===== src/rtl/aes_uart_pkg.sv =====
// aes_uart_pkg: block geometry, FILL/FULL encoding and block type shared by the PISO, SIPO and AES wrapper
package aes_uart_pkg;
  localparam int BLOCK_W = 128;
  localparam int BYTE_W = 8;
  localparam int BYTES_PER_BLOCK = 16;
  localparam logic ST_FILL = 1'b0;
  localparam logic ST_FULL = 1'b1;
  typedef logic [BLOCK_W-1:0] block_t;
endpackage


===== src/rtl/sipo_128_idle_timer.sv =====
// idle_timer: saturating idle counter, cleared on load, pulses expire on the idle cycle after reaching TIMEOUT_CYCLES-1
module idle_timer #(
  parameter int TIMEOUT_CYCLES = 100000
) (
  input  logic clk,
  input  logic reset,
  input  logic clear,
  input  logic enable,
  output logic expire
);
  localparam int CW = TIMEOUT_CYCLES > 0 ? $clog2(TIMEOUT_CYCLES + 1) : 1;
  logic [CW-1:0] cnt;
  assign expire = (TIMEOUT_CYCLES != 0) && enable && cnt == CW'(TIMEOUT_CYCLES - 1);
  // count idle cycles, restart after expiry, never wrap
  always_ff @(posedge clk) begin
    if (reset || clear) cnt <= '0;
    else if (enable && TIMEOUT_CYCLES != 0) cnt <= expire ? '0 : (&cnt ? cnt : cnt + 1'b1);
  end
endmodule


===== src/rtl/sipo_128.sv =====
// sipo_128: assembles 16 serial bytes MSB-first into a 128-bit block with valid/ready, overrun and inter-byte timeout
module sipo_128
  import aes_uart_pkg::*;
#(
  parameter int DATA_W = BYTE_W,
  parameter int NUM_WORDS = BYTES_PER_BLOCK,
  parameter int TIMEOUT_CYCLES = 100000
) (
  input  logic                        clk,
  input  logic                        reset,
  input  logic                        clear,
  input  logic [DATA_W-1:0]           byte_in,
  input  logic                        byte_valid,
  output logic [DATA_W*NUM_WORDS-1:0] parallel_out,
  output logic                        block_valid,
  input  logic                        block_ready,
  output logic                        empty,
  output logic [4:0]                  byte_count,
  output logic                        overrun,
  output logic                        timeout
);
  logic                        state;
  logic [DATA_W*NUM_WORDS-1:0] sr;
  logic                        idle;
  logic                        expire;
  assign idle = state == ST_FILL && byte_count != 5'd0 && !byte_valid;
  assign parallel_out = sr;
  assign block_valid = state == ST_FULL;
  assign empty = state == ST_FILL && byte_count == 5'd0;
  idle_timer #(.TIMEOUT_CYCLES(TIMEOUT_CYCLES)) u_timer (
    .clk   (clk),
    .reset (reset),
    .clear (clear || !idle),
    .enable(idle),
    .expire(expire)
  );
  // shift register, byte count and FILL/FULL control; a held block only leaves on handshake or clear
  always_ff @(posedge clk) begin
    if (reset || clear) begin
      sr         <= '0;
      state      <= ST_FILL;
      byte_count <= 5'd0;
      overrun    <= 1'b0;
      timeout    <= 1'b0;
    end else begin
      timeout <= expire;
      if (state == ST_FULL) begin
        if (block_ready) begin
          state      <= ST_FILL;
          byte_count <= byte_valid ? 5'd1 : 5'd0;
          if (byte_valid) sr <= {sr[DATA_W*(NUM_WORDS-1)-1:0], byte_in};
        end else if (byte_valid) begin
          overrun <= 1'b1;
        end
      end else if (byte_valid) begin
        sr         <= {sr[DATA_W*(NUM_WORDS-1)-1:0], byte_in};
        byte_count <= byte_count + 5'd1;
        if (byte_count == 5'(NUM_WORDS - 1)) state <= ST_FULL;
      end else if (expire) begin
        byte_count <= 5'd0;
      end
    end
  end
endmodule

===== config.mk =====
export PLATFORM = sky130hd
export DESIGN_NAME = sipo_128
export DESIGN_NICKNAME = d
export VERILOG_FILES = /design/src/rtl/aes_uart_pkg.sv /design/src/rtl/sipo_128_idle_timer.sv /design/src/rtl/sipo_128.sv
export SDC_FILE = /design/constraint.sdc
export NUM_CORES = 1
export LEC_CHECK = 0
export ABC_AREA = 1
export CORE_AREA = 4 4 113 115
export DETAILED_ROUTE_END_ITERATION = 7
export DIE_AREA = 0 0 117 119
export HOLD_SLACK_MARGIN = 0.05
export PLACE_DENSITY = 0.89
export SLEW_MARGIN = 10
export SYNTH_ARGS = -nofsm -noshare
export SYNTH_HDL_FRONTEND = slang
export SYNTH_HIERARCHICAL = 1
export SYNTH_SLANG_ARGS = --single-unit

===== constraint.sdc =====
create_clock -name clk -period 4.24 [get_ports clk]
set_input_delay 0.848 -clock clk [delete_from_list [all_inputs] [get_ports clk]]
set_output_delay 0.848 -clock clk [all_outputs]
set_load 0.01 [all_outputs]

==> results_tabular.tex <==
% Synthesis and place-and-route results
\begin{tabular}{lr}
\hline
Metric & Value \\
\hline
\multicolumn{2}{l}{\textbf{Run status}} \\
\quad Result of the run & finished clean \\
\multicolumn{2}{l}{\textbf{Setup path}} \\
\quad Critical Path End Type & output pin \\
\quad Largest driver fanout on the critical path & 7 \\
\quad Delay contributed by the slowest stage of the critical path & 0.55 ns \\
\quad Critical Path RT & 3.39 ns \\
\quad Cell with the largest stage delay on the worst path & clkdlybuf4s50\_1 \\
\quad Source of the worst register-to-register timing path & byte\_count[0] \\
\quad Cells along the critical path & inv\_1 > ha\_1 > nand4\_1 > nor2\_1 > clkdlybuf4s50\_1 \\
\quad CP arrival & 1.79 ns \\
\quad Worst setup path start & byte\_count[0] \\
\quad Critical path startpoint category & register \\
\quad Type of the worst setup path & register to output pin \\
\multicolumn{2}{l}{\textbf{Place}} \\
\quad Routability-driven placement congestion ratio & 0.928 \\
\quad Post-placement setup slack & 1.36 ns \\
\quad Total of buffers placed on input and output ports & 149 \\
\quad Placed cell areas & 0.00753 mm\^{}2 \\
\quad Placed wire-length estimate & 10300 um \\
\multicolumn{2}{l}{\textbf{Power}} \\
\quad Overall power of the completed layout & 3160 uW \\
\quad Leakage Power & 0.00273 uW \\
\quad Sequential group share of total power & 0.457 \\
\quad Power density normalized to cell area & 387 mW/mm\^{}2 \\
\quad Switching share of power & 0.216 \\
\quad Net Sw Power & 683 uW \\
\quad Power share of the combinational group & 0.034 \\
\quad Cell Int Power & 2480 uW \\
\quad Share of power burned in the clock network & 0.510 \\
\quad Maximum ir drop on the vdd rail & 241 uV \\
\multicolumn{2}{l}{\textbf{Floorplanning}} \\
\quad Num rows & 40 \\
\quad Ports & 150 \\
\quad Area of the chip & 0.0139 mm\^{}2 \\
\quad Core outline area & 0.0118 mm\^{}2 \\
\quad X dimension of the die & 117 um \\
\quad Effective utilization at floorplan & 0.518 \\
\quad Die span in y & 119 um \\
\multicolumn{2}{l}{\textbf{Drt}} \\
\quad Routed len/inst & 14.3 um \\
\quad DR iter-0 viols & 487 \\
\quad Antenna violation net count after detailed routing & 0 \\
\quad First-pass detailed-route iteration total & 5 \\
\quad Post-route DRC & 0 \\
\quad Number of vias per cell & 5.21 \\
\multicolumn{2}{l}{\textbf{Final timing}} \\
\quad Final critical delay including setup and external delays & 2.64 ns \\
\quad Setup violators final & 0 \\
\quad Share of the cycle needed by the critical path after routing & 0.622 \\
\quad Unrepaired setup endpoints after global routing & false \\
\quad Relative slew slack & 0.416 \\
\quad Max Clk Rate & 0.379 GHz \\
\quad Least-Margin Pin Slew & 0.876 ns \\
\quad Max Transition Viols Final & 0 \\
\quad Final sum of negative setup slack & 0 ns \\
\quad Final hold violation count & 0 \\
\multicolumn{2}{l}{\textbf{CTS}} \\
\quad Clock input transition at the sequential cells of the worst setup and hold paths & 0.06 ns \\
\quad CTS Buf Count & 17 \\
\quad Cts hold-fix bufs & 0 \\
\quad Root Driver & clkbuf\_16 \\
\quad H-tree levels & 4 \\
\quad \# resized after CTS & 0 \\
\quad CTS tree & done \\
\quad Deepest clock path buffer count & 2 \\
\quad Post-CTS setup buffer count & 0 \\
\multicolumn{2}{l}{\textbf{Global routing}} \\
\quad Number of global-route vias before repair & 5318 \\
\quad Antenna violations before repair & 0 \\
\quad Largest net degree at the start of global routing & 130 \\
\quad Remaining global-route overflow & 0 \\
\quad Global-route wire length before repair & 25900 um \\
\quad GRT Total Usage & 0.233 \\
\multicolumn{2}{l}{\textbf{Synth}} \\
\quad Number of standard cells after synthesis & 824 \\
\quad Main area contributors & dfxtp\_1 50\%, nand2\_1 20\%, a21oi\_1 12\%, inv\_1 2.7\%, buf\_6 2.4\% \\
\quad Mean cell area of the mapped netlist & 7.42 um\^{}2 \\
\quad Library cell occupying the most area in the post-synthesis netlist & dfxtp\_1 \\
\quad Synthesis warning total & 6 \\
\quad Net count after synthesis & 842 \\
\quad Area of the mapped netlist & 0.00612 mm\^{}2 \\
\quad Cells in synth\_stat.txt & 824 \\
\quad Post-synth seq share & 0.501 \\
\quad Total of flip-flops plus latches after synthesis & 153 \\
\quad Post-synthesis cell type count & 30 \\
\quad Total cell area reported by yosys after synthesis & 0.00612 mm\^{}2 \\
\quad Max-area cell share & 0.501 \\
\multicolumn{2}{l}{\textbf{Cells and area}} \\
\quad Number of diodes & 0 \\
\quad Number of nets in the finished design & 969 \\
\quad Layout cell share with drive strength beyond 1 & 0.0508 \\
\quad Fill count & 901 \\
\multicolumn{2}{l}{\textbf{Hold path}} \\
\quad Classification of the worst-slack hold path & register to register \\
\quad Worst hold start & overrun \\
\multicolumn{2}{l}{\textbf{Flow run}} \\
\quad MaxCap Viol Count & 0 \\
\quad Number of warnings in the stage logs & 29 \\
\hline
\end{tabular}
==> state kept, by name (all words and copies together) (netlist names) <==
signal / cells
u_timer/cnt: 17
byte_count: 5
overrun: 1
timeout: 1
parallel_out: 128
block_valid: 1
==> cell families (layout without fill, tap and decap cells) <==
logic type / Yosys count / in the layout / share of synthesized area
flops: 153 / 153 / 0.501
simple gates: 416 / 416 / 0.275
fa+ha+maj: 5 / 5 / 0.0102
buf+inv: 94 / 234 / 0.0839
xor+xnor: 3 / 3 / 0.00430
compound gates: 153 / 153 / 0.126
==> power by group through the flow <==
stage                     sequential [uW]  clock, uW  combinational (uW)
after global routing                 1440       1690                 118
after CTS                            1440       1640                 107
after global placement               1480          0                 107
after floorplan                      1480          0                82.4
final                                1440       1610                 106
after detailed placement             1480          0                 107
==> cell usage after synthesis, drive strengths merged <==
cell type,number
nor4,1
nor2,39
nor3,3
or2,1
nand2,332
nand3b,1
xor2,3
and2,1
inv,45
nand3,28
dfxtp,153
clkinv,1
buf,39
ha,5
o21ai,7
nand4,10
a21oi,146
clkbuf,9
==> per-stage QoR <==
| stage | util | hold slack (ns) | instances |
|---|---|---|---|
| after global placement | 0.638 | 0.440 | 1079 |
| after floorplan | - | 0.467 | 824 |
| final | 0.691 | 0.457 | 1111 |
| after detailed placement | 0.638 | 0.445 | 1079 |
| after CTS | 0.691 | 0.454 | 1111 |
| after global routing | 0.691 | 0.482 | 1111 |
==> final timing paths <==
check                           cells after the start  slack, ns               to
worst max-delay path                                5       1.60            empty
worst min-delay path                                2       0.46          overrun
worst max register to register                     17       1.89  u_timer/cnt[14]
worst min register to register                      2       0.46          overrun
==> routing by layer <==
metal  wire, um  part of all wire  GRT usage
met1       6290              0.40      0.286
met2       7590              0.48      0.358
met3       1430             0.090     0.0899
met4        556             0.035      0.108
met5          0                 0          0
==> cell type report <==
cell class | count | area, um^2 | share of cell area
repair buffers | 156 | 1570 | 0.192
clock buffers | 19 | 443 | 0.0542
multi-input cells | 577 | 2540 | 0.311
inverters | 46 | 174 | 0.0213
clock inverters | 13 | 190 | 0.0233
well taps | 147 | 184 | 0.0225
flip-flops and latches | 153 | 3060 | 0.375
==> critical path, delay by kind of cell, from the launching register on <==
kind / cells / cell delay (ns)
buffers and inverters: 2 / 0.63
DFF: 1 / 0.37
and+or+nand+nor: 2 / 0.22
adders and majority gates: 1 / 0.15
==> cell usage in the layout (no fill, tap or decap), types with 2 or more instances in the layout <==
| cell | instances |
|---|---|
| nand2_1 | 327 |
| dfxtp_1 | 153 |
| clkdlybuf4s50_1 | 149 |
| a21oi_1 | 145 |
| inv_1 | 44 |
| nor2_1 | 38 |
| nand3_1 | 27 |
| clkbuf_16 | 17 |
| nand4_1 | 10 |
| ha_1 | 5 |
| buf_4 | 5 |
| o21ai_0 | 5 |
| bufinv_16 | 4 |
| nand2_4 | 3 |
| clkinv_2 | 3 |
| clkinv_4 | 3 |
| inv_6 | 3 |
| xor2_1 | 3 |
| nand2_2 | 2 |
| buf_12 | 2 |
| nor3_1 | 2 |
| o21ai_1 | 2 |
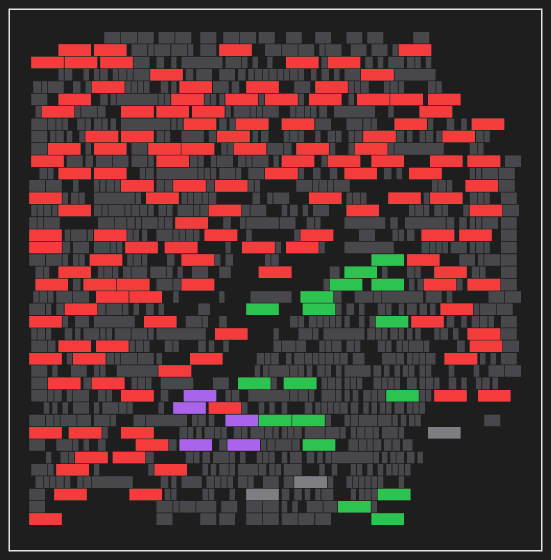
Fig. 1. Sequential cells colored by netlist name.
color	netlist name	sequential cells
purple	byte_count	5
red	parallel_out	128
green	u_timer/cnt	17
post-layout util: 0.691
combined flip-flop and latch cell area: 0.00306 mm^2

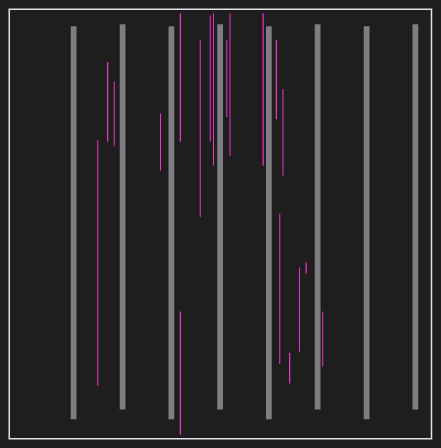
Fig. 2. Met4 routing.
Supply wires on this layer in gray.
longest straight run	68.0 um
wire length on this layer	557 um
main direction	vertical
share of all routed wire	3.5%
nets with wire on the layer	16
total routed wirelength: 15900 um
Vias: 5789

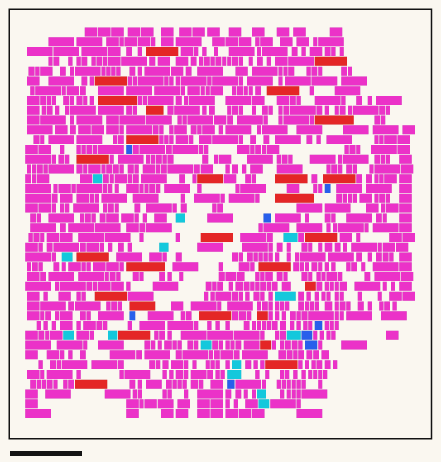
Fig. 3. Drive-strength map.
Scale bar: 20 um.
color	size	cells
magenta	x1 and smaller	915
blue	x2	8
red	x6 and larger	27
cyan	x3 and x4	14
final critical-path setup slack: 1.60 ns
post-layout instance area: 0.00817 mm^2
layout overhead on the synthesized area: 33.5%
bufs w/o clock: 156

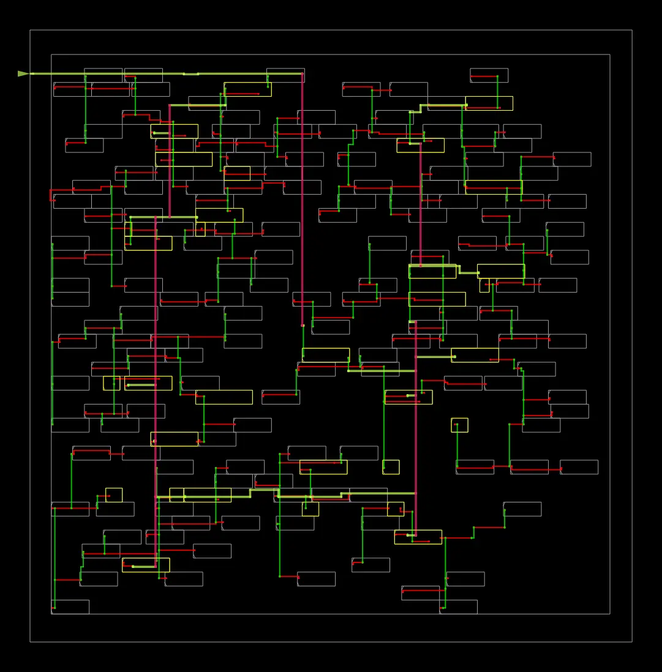
Fig. 4. Clock wiring as the flow saved it.
number of sinks on the clock net: 153
worst skew pair latency: 0.42 ns
final setup skew: 0.00545 ns
registers: 153

Power is estimated from default activity; no workload was simulated.
